$ cat config.mk
export PLATFORM = sky130hd
export DESIGN_NAME = bcd_addsub_serial
export DESIGN_NICKNAME = d
export VERILOG_FILES = /design/src/rtl/bcd_pkg.sv /design/src/rtl/bcd_digit_addsub.sv /design/src/rtl/bcd_addsub_serial.sv
export SDC_FILE = /design/constraint.sdc
export NUM_CORES = 1
export LEC_CHECK = 0
export CORE_MARGIN = 4
export CORE_UTILIZATION = 45
export DETAILED_ROUTE_END_ITERATION = 8
export PLACE_DENSITY_LB_ADDON = 0.1
export SLEW_MARGIN = 20
export SYNTH_ARGS = -nofsm -noshare
export SYNTH_HDL_FRONTEND = slang
export SYNTH_HIERARCHICAL = 1
export SYNTH_SLANG_ARGS = --single-unit
$ cat constraint.sdc
create_clock -name clk -period 4.4 [get_ports clk]
set_input_delay 0.88 -clock clk [delete_from_list [all_inputs] [get_ports clk]]
set_output_delay 0.88 -clock clk [all_outputs]
set_load 0.02 [all_outputs]
$ cat src/rtl/bcd_pkg.sv
// Shared types for the digit-serial BCD add/subtract block.
package bcd_pkg;
  localparam int BCD_W = 4;

  typedef logic [BCD_W-1:0] bcd_digit_t;

  typedef enum logic [1:0] {
    S_IDLE,
    S_CALC,
    S_NEG,
    S_DONE
  } state_t;
endpackage

$ cat src/rtl/bcd_digit_addsub.sv
// One packed-BCD digit add or subtract with carry/borrow in/out and decimal adjust.
module bcd_digit_addsub
  import bcd_pkg::*;
(
  input  bcd_digit_t x,
  input  bcd_digit_t z,
  input  logic       cin,
  input  logic       sub,
  output bcd_digit_t d,
  output logic       cout
);
  logic [BCD_W:0] s;

  always_comb begin
    s    = '0;
    d    = '0;
    cout = 1'b0;
    if (sub) begin
      // x - z - cin spans -10..9; bit 4 is the borrow of the 5-bit difference
      s = {1'b0, x} - {1'b0, z} - {{BCD_W{1'b0}}, cin};
      if (s[BCD_W]) begin
        d    = s[BCD_W-1:0] + 4'd10;
        cout = 1'b1;
      end else begin
        d = s[BCD_W-1:0];
      end
    end else begin
      s = {1'b0, x} + {1'b0, z} + {{BCD_W{1'b0}}, cin};
      if (s > 5'd9) begin
        d    = s[BCD_W-1:0] + 4'd6;
        cout = 1'b1;
      end else begin
        d = s[BCD_W-1:0];
      end
    end
  end
endmodule

$ cat src/rtl/bcd_addsub_serial.sv
// Digit-serial NDIG-digit BCD adder/subtractor, LSD first, sign-magnitude result.
// Optional invalid-digit check enabled by defining BCD_CHECK_EN (adds the err port).
module bcd_addsub_serial
  import bcd_pkg::*;
#(
  parameter  int NDIG = 3,
  localparam int W    = BCD_W * NDIG
) (
  input  logic         clk,
  input  logic         rst,
  input  logic         start,
  input  logic         mode,
  input  logic [W-1:0] a,
  input  logic [W-1:0] b,
  output logic         busy,
  output logic         done,
  output logic [W-1:0] y,
  output logic         sign,
  output logic         ovf
`ifdef BCD_CHECK_EN
  ,output logic        err
`endif
);
  localparam int IW = (NDIG > 1) ? $clog2(NDIG) : 1;

  state_t         state, state_nx;
  logic [W-1:0]   a_sr, b_sr, r_sr, r_nx;
  logic [IW-1:0]  idx;
  logic           carry, mode_r;
  logic           accept, last, fin;
  bcd_digit_t     ux, uz, ud;
  logic           usub, ucout;

  assign accept = start && (state == S_IDLE || state == S_DONE);
  assign last   = (idx == IW'(NDIG - 1));

  // NEG reuses the digit unit as 0 - R to form the ten's complement magnitude
  always_comb begin
    ux   = (state == S_NEG) ? '0 : a_sr[BCD_W-1:0];
    uz   = (state == S_NEG) ? r_sr[BCD_W-1:0] : b_sr[BCD_W-1:0];
    usub = (state == S_NEG) || !mode_r;
    r_nx = r_sr >> BCD_W;
    r_nx[W-1 -: BCD_W] = ud;
  end

  bcd_digit_addsub u_digit (
    .x    (ux),
    .z    (uz),
    .cin  (carry),
    .sub  (usub),
    .d    (ud),
    .cout (ucout)
  );

  always_comb begin
    state_nx = state;
    busy     = 1'b0;
    done     = 1'b0;
    fin      = 1'b0;
    case (state)
      S_IDLE: if (accept) state_nx = S_CALC;
      S_CALC: begin
        busy = 1'b1;
        if (last) begin
          if (!mode_r && ucout) begin
            state_nx = S_NEG;
          end else begin
            state_nx = S_DONE;
            fin      = 1'b1;
          end
        end
      end
      S_NEG: begin
        busy = 1'b1;
        if (last) begin
          state_nx = S_DONE;
          fin      = 1'b1;
        end
      end
      S_DONE: begin
        done     = 1'b1;
        state_nx = accept ? S_CALC : S_IDLE;
      end
      default: state_nx = S_IDLE;
    endcase
  end

`ifdef BCD_CHECK_EN
  logic bad_in, bad_r;
  always_comb begin
    bad_in = 1'b0;
    for (int i = 0; i < NDIG; i++) begin
      if (a[i*BCD_W +: BCD_W] > 4'd9 || b[i*BCD_W +: BCD_W] > 4'd9) bad_in = 1'b1;
    end
  end
`endif

  always_ff @(posedge clk) begin
    if (rst) begin
      state  <= S_IDLE;
      a_sr   <= '0;
      b_sr   <= '0;
      r_sr   <= '0;
      idx    <= '0;
      carry  <= 1'b0;
      mode_r <= 1'b0;
      y      <= '0;
      sign   <= 1'b0;
      ovf    <= 1'b0;
`ifdef BCD_CHECK_EN
      bad_r  <= 1'b0;
      err    <= 1'b0;
`endif
    end else begin
      state <= state_nx;
      if (accept) begin
        a_sr   <= a;
        b_sr   <= b;
        r_sr   <= '0;
        mode_r <= mode;
        idx    <= '0;
        carry  <= 1'b0;
`ifdef BCD_CHECK_EN
        bad_r  <= bad_in;
        err    <= 1'b0;
`endif
      end else if (busy) begin
        a_sr  <= a_sr >> BCD_W;
        b_sr  <= b_sr >> BCD_W;
        r_sr  <= r_nx;
        idx   <= last ? '0 : idx + 1'b1;
        carry <= last ? 1'b0 : ucout;
      end
      if (fin) begin
        y    <= r_nx;
        sign <= (state == S_NEG);
        ovf  <= (state == S_CALC) && mode_r && ucout;
`ifdef BCD_CHECK_EN
        err  <= bad_r;
        if (bad_r) begin
          y    <= '0;
          sign <= 1'b0;
          ovf  <= 1'b0;
        end
`endif
      end
    end
  end
endmodule
==> impl_metrics.json, run 1 <==
{
  "outcome": "finished, final reports clean",
  "relSlewSlack_pct": 48.6,
  "rows": 29,
  "clock_path_buffers": 2,
  "rrSetupSlack_ps": 420,
  "ant_nets": 0,
  "tightestPinTransition_ps": 768,
  "synth_area_per_cell_sq_um": 8.89,
  "ys_top_cells_by_count": "nor2_1 (61), dfxtp_1 (56), mux2i_1 (41)",
  "hold_buffers": 0,
  "fin_crit_ps": 3980,
  "flops": 56,
  "top_area_share_pct": 37.2,
  "cts_root_buffer": "clkbuf_8",
  "io_pins": 44,
  "drt-met1-wl_um": 3060,
  "setup_violations": 0,
  "yosys_area_sq_um": 3020,
  "clkSlewWorstSetupHoldPaths_ps": 100,
  "power_frac_comb_pct": 57.5,
  "combGateArea_sq_um": 1700,
  "route.top_layer_used": "met4",
  "cp_num_cells": 13,
  "flop_cell": "dfxtp_1",
  "reg2reg_to": "y[8]",
  "ys_sh_adder_pct": 8.88,
  "tns_ps": 0,
  "area_leaders": "dfxtp_1 (37%), mux2i_1 (14%), nor2_1 (7.6%)",
  "hold_depth": 2,
  "grt_pass1_vias": 2379,
  "slowest_delay_ps": 480,
  "core_area_sq_um": 6420,
  "setup.worst_path.class": "flop to flop",
  "p_seq_w": 0.000681,
  "post_cts_resized": 0,
  "async_reset_ff_share_pct": 0,
  "min_to": "y[1]",
  "top_cell": "nor2_1",
  "die_area_sq_um": 8070,
  "viasPerCell": 5.16,
  "antenna_found_initial": 0,
  "ys_ff": 56,
  "syn_inst": 339,
  "finalWorstSetupSlack_ps": 421,
  "end_kind": "flop",
  "placed_cells": 444,
  "cp_data_required_time_ps": 4630,
  "ys_seq_share_pct": 37.2,
  "top_power_group": "combinational logic"
}
[run 1: per-layer routing]
| layer | track usage, % | vias to the layer above |
|---|---|---|
| li1 | - | 1222 |
| met1 | 21.7 | 1071 |
| met2 | 27.7 | 37 |
| met3 | 3.17 | 4 |
| met4 | 3.06 | 0 |
| met5 | 0 | - |
[run 1: registers in the layout (all words and copies together) (netlist names)]
signal  flops
a_sr       12
b_sr       12
carry       1
idx         2
mode_r      1
ovf         1
r_sr       12
sign        1
state       2
y          12
[run 1: worst register-to-register path: cells and delay by family (launching register included)]
kind	cells	cell delay [ps]
AOI/OAI and AO/OA	5	1320
adders and majority gates	4	1460
xor gates and xnor gates	1	180
muxes	1	400
DFF	1	350
and+or+nand+nor	1	70
buffers and inverters	1	110
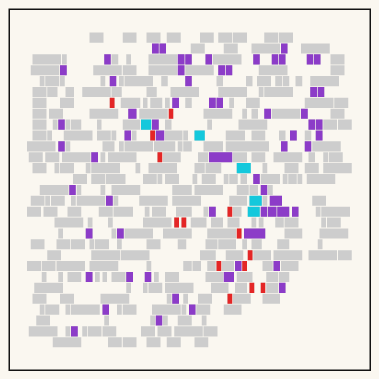
**Above:** run 1 (gate-type map).
Drawn at 4 px/um.
[purple] inverting AOI/OAI gates | cells: 64 | most used: a21oi_1 | where: widely spread
[cyan] AND-OR and OR-AND gates | cells: 5
[red] inverters | cells: 14 | most used: inv_1
Non-Filler Instances: 452
fraction of area in multi-input gates: 47.9%
most numerous logic cell after layout: nor2_1

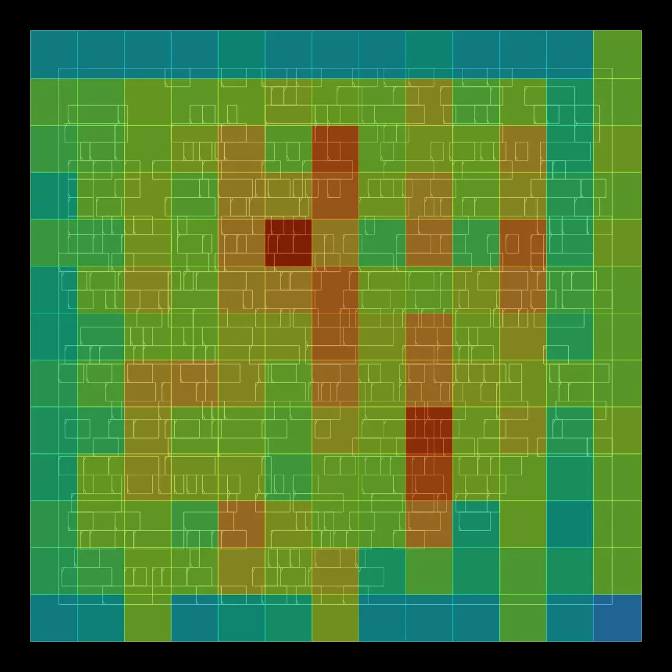
**Above:** run 1 (routing congestion).
GRT Total Usage: 16.3%
grt peak-use layer: met2

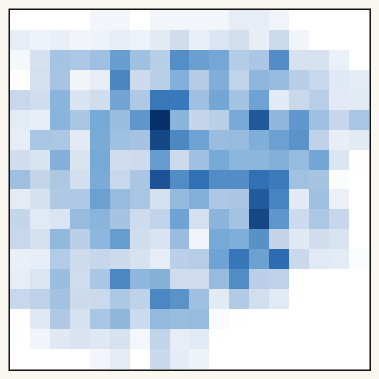
**Above:** run 1 (signal metal coverage by tile).
Drawn at 4 px/um. 18 x 18 tiles, from white (low) to dark blue (high), scaled to the fullest tile. Values are wire area over tile area, all layers added.
fullest tile: 0.45
densest ninth of the die: centre
nearly empty tiles: 18%
tiles over half the peak: 15%
emptiest ninth of the die: lower right
drt wl/cell: 13.9 um
via count: 2334
Post-Route WL: 6270 um

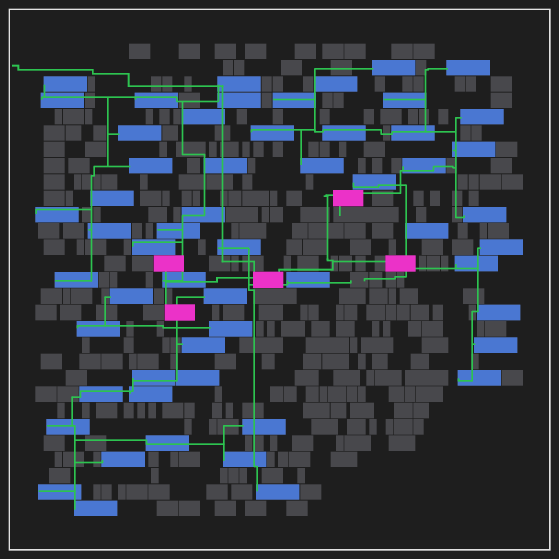
**Above:** run 1 (routed clock nets over the placement).
Drawn at 6 px/um.
[blue] flip-flops | count: 56
[magenta] cells driving clock nets | count: 5
[green] clock wires | length: 699 um
routed clock nets: 6
Final Skew: 4.80 ps
clock share of power: 14.3%
Clk. pwr: 0.000346 W
Latency at later pin: 310 ps

==> run 1 -> run 2 <==
- CORE_ASPECT_RATIO: unset -> 0.5
- CTS_CLUSTER_DIAMETER: unset -> 120
- GPL_TIMING_DRIVEN: unset -> 0
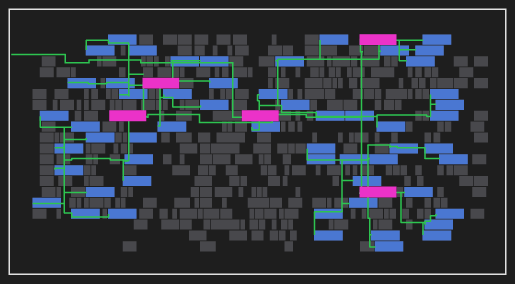
**Above:** run 2 (routed clock nets over the placement).
Drawn at 4 px/um.
clock share of power: 15.7%
Clk. pwr: 0.000408 W
Latency at later pin: 300 ps

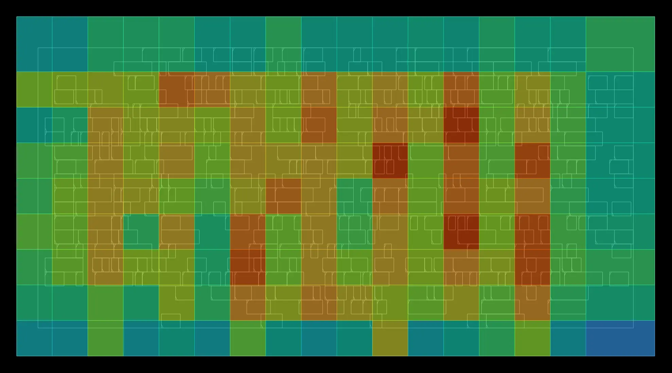
**Above:** run 2 (routing congestion).
drt wl/cell: 14.0 um
fin util: 58.8%

==> impl_metrics.json, run 2 <==
{
  "hold_depth": 2,
  "flops": 56,
  "routed_wl_um": 6680,
  "skew_ps": 6.26,
  "combGateArea_sq_um": 1700,
  "synth_area_per_cell_sq_um": 8.89,
  "ys_ff": 56,
  "finalWorstSetupSlack_ps": 244,
  "outcome": "finished, final reports clean",
  "die_area_sq_um": 8150,
  "met1_usage_pct": 23.5,
  "p_seq_w": 0.000679,
  "drt-met1-wl_um": 3300,
  "syn_inst": 339,
  "gr-max-usage-layer": "met2",
  "cts_root_buffer": "clkbuf_16",
  "cp_data_required_time_ps": 4590,
  "yosys_area_sq_um": 3020,
  "layout_top_cell": "nor2_1",
  "rows": 20,
  "power_frac_comb_pct": 58.1,
  "flop_cell": "dfxtp_1",
  "comb_share_pct": 46.1,
  "async_reset_ff_share_pct": 0,
  "viasPerCell": 5.15,
  "ys_top_cells_by_count": "nor2_1 (61), dfxtp_1 (56), mux2i_1 (41)"
}
run 2: cell counts after synthesis:
No cell type changed its count.
run 2: worst max-delay path, cell delays in order, from the launching register on:
cell and delay, ps:
dfxtp_1 330, inv_1 100, ha_1 270, clkbuf_4 270, mux2_2 380, fa_1 480, fa_1 420, xor2_1 190
ha_1 270, a221oi_2 380, o31a_2 280, nand2b_4 80, a21oi_4 210, buf_6 160, nand2_1 60, o21a_1 170
run 2: per-stage QoR:
step	total power, W	hold WS (ps)
after global routing	0.00280	503
after CTS	0.00260	481
final	0.00260	479
after detailed placement	0.00219	471
after global placement	0.00213	465
after floorplan	0.00184	454
run 2: worst paths after layout:
| path | from | end |
|---|---|---|
| max reg2reg | state[0] | state[0] |
| min reg2reg | y[8] | y[8] |
| min | y[8] | y[8] |
| max | state[0] | state[0] |
==> run 2 -> run 3 <==
- HOLD_SLACK_MARGIN: unset -> 0.15
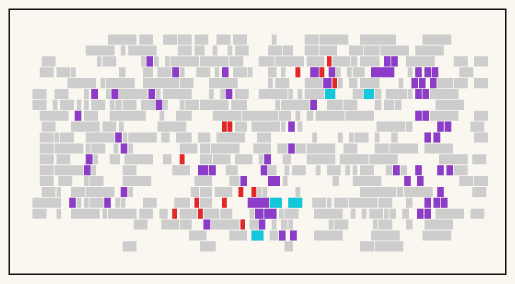
**Above:** run 3 (gate-type map).
Drawn at 4 px/um.
[red] inverters | cells: 14 | most used: inv_1
[cyan] AND-OR and OR-AND gates | cells: 5
[purple] inverting AOI/OAI gates | cells: 64 | most used: a21oi_1
Non-Filler Instances: 476
fraction of area in multi-input gates: 46.1%

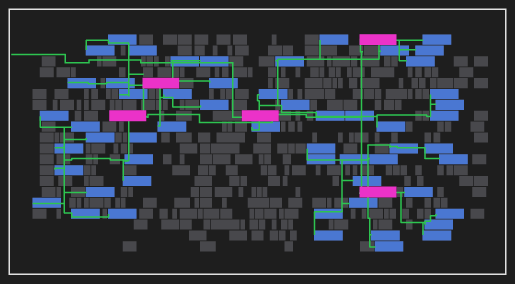
**Above:** run 3 (routed clock nets over the placement).
Drawn at 4 px/um.
[magenta] cells driving clock nets | count: 5
[green] clock wires | length: 662 um
[blue] flip-flops | count: 56
flops lie: widely spread
routed clock nets: 6
Final Skew: 6.26 ps

==> impl_metrics.json, run 3 <==
{
  "outcome": "finished, final reports clean",
  "combGateArea_sq_um": 1700,
  "reg2reg_to": "state[0]",
  "p_seq_w": 0.000679,
  "finalWorstSetupSlack_ps": 244,
  "post_drt_wl_per_cell_um": 14.0,
  "min_path_type": "flop to flop",
  "min_to": "y[8]",
  "r2r_start": "state[0]",
  "syn_inst": 339,
  "path_cells": "inv_1 -> ha_1 -> clkbuf_4 -> mux2_2 -> fa_1 -> fa_1 -> xor2_1 -> ha_1 -> a221oi_2 -> o31a_2 -> nand2b_4 -> a21oi_4 -> buf_6 -> nand2_1 -> o21a_1",
  "utilization_pct": 58.8,
  "rows": 20,
  "die_area_sq_um": 8150,
  "routed_wl_um": 6680,
  "slowest_delay_ps": 480,
  "cp-startpoint": "state[0]",
  "holdWs_ps": 479,
  "slowest_stage": "fa_1",
  "cp_data_required_time_ps": 4590,
  "yosys_area_sq_um": 3020,
  "ys_top_cells_by_count": "nor2_1 (61), dfxtp_1 (56), mux2i_1 (41)",
  "first_pass_iters": 4,
  "hold_depth": 2,
  "ys_ff": 56,
  "ant_nets": 0,
  "layout_top_cell": "nor2_1",
  "cp_num_cells": 15,
  "synth_area_per_cell_sq_um": 8.89,
  "cp_num_buf_inv": 3,
  "grt_usage_pct": 17.2,
  "cts_root_buffer": "clkbuf_16",
  "viasPerCell": 5.15,
  "min_from": "y[8]",
  "flop_cell": "dfxtp_1",
  "total_power_w": 0.00260,
  "crit_end": "state[0]",
  "flops": 56,
  "p_clk_share_pct": 15.7,
  "async_reset_ff_share_pct": 0
}
==> run 3: routing by layer <==
metal  share of wire, %  global-route usage [%]  up-vias  wire length [um]
li1                   -                       -     1257                 -
met5                  0                       0        -                 0
met3                6.2                    4.70        5               417
met2                 44                    27.0       57              2920
met4               0.72                    3.72        0                48
met1                 49                    23.5     1131              3300
==> run 3: cell families after synthesis <==
| family | share of synthesized area, % |
|---|---|
| and+or+nand+nor | 17.8 |
| xor gates and xnor gates | 1.45 |
| buffers and inverters | 6.43 |
| muxes | 15.1 |
| adders and majority gates | 8.88 |
| AOI/OAI and AO/OA | 13.2 |
| DFF | 37.2 |
==> run 3: repair_timing <==
item / 4_1_cts / 5_1_grt
setup buffers: 0 / 0
gates resized: 0 / 2
setup endpoints to repair: 0 / 11

## Gallery

Nets reached from selected ports.
panel A
Drawn at 4 px/um.
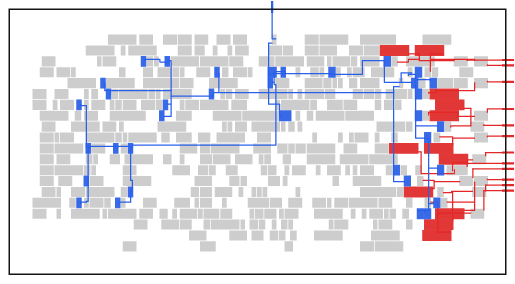
panel B
Drawn at 6 px/um.
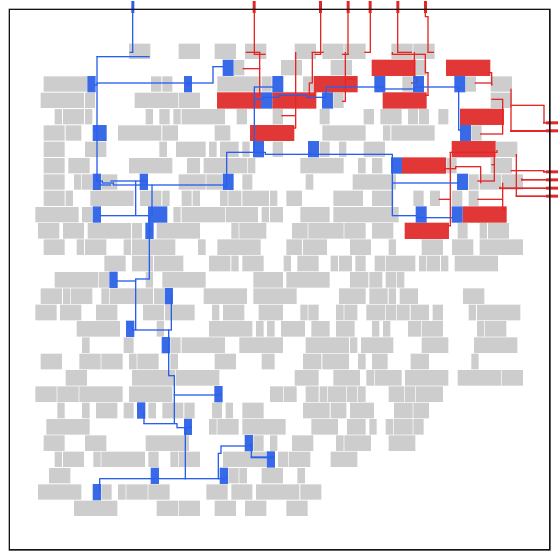
run 3 -> panel A
run 1 -> panel B

Key to panel B:
[blue] rst | bits: 1 | direction: input | end cells: 35 | buffers: 2 | wire: 361 um
[red] y | bits: 12 | direction: output | end cells: 12 | buffers: 12 | wire: 237 um

No activity file was given, so power comes from the tool's default toggle rates.
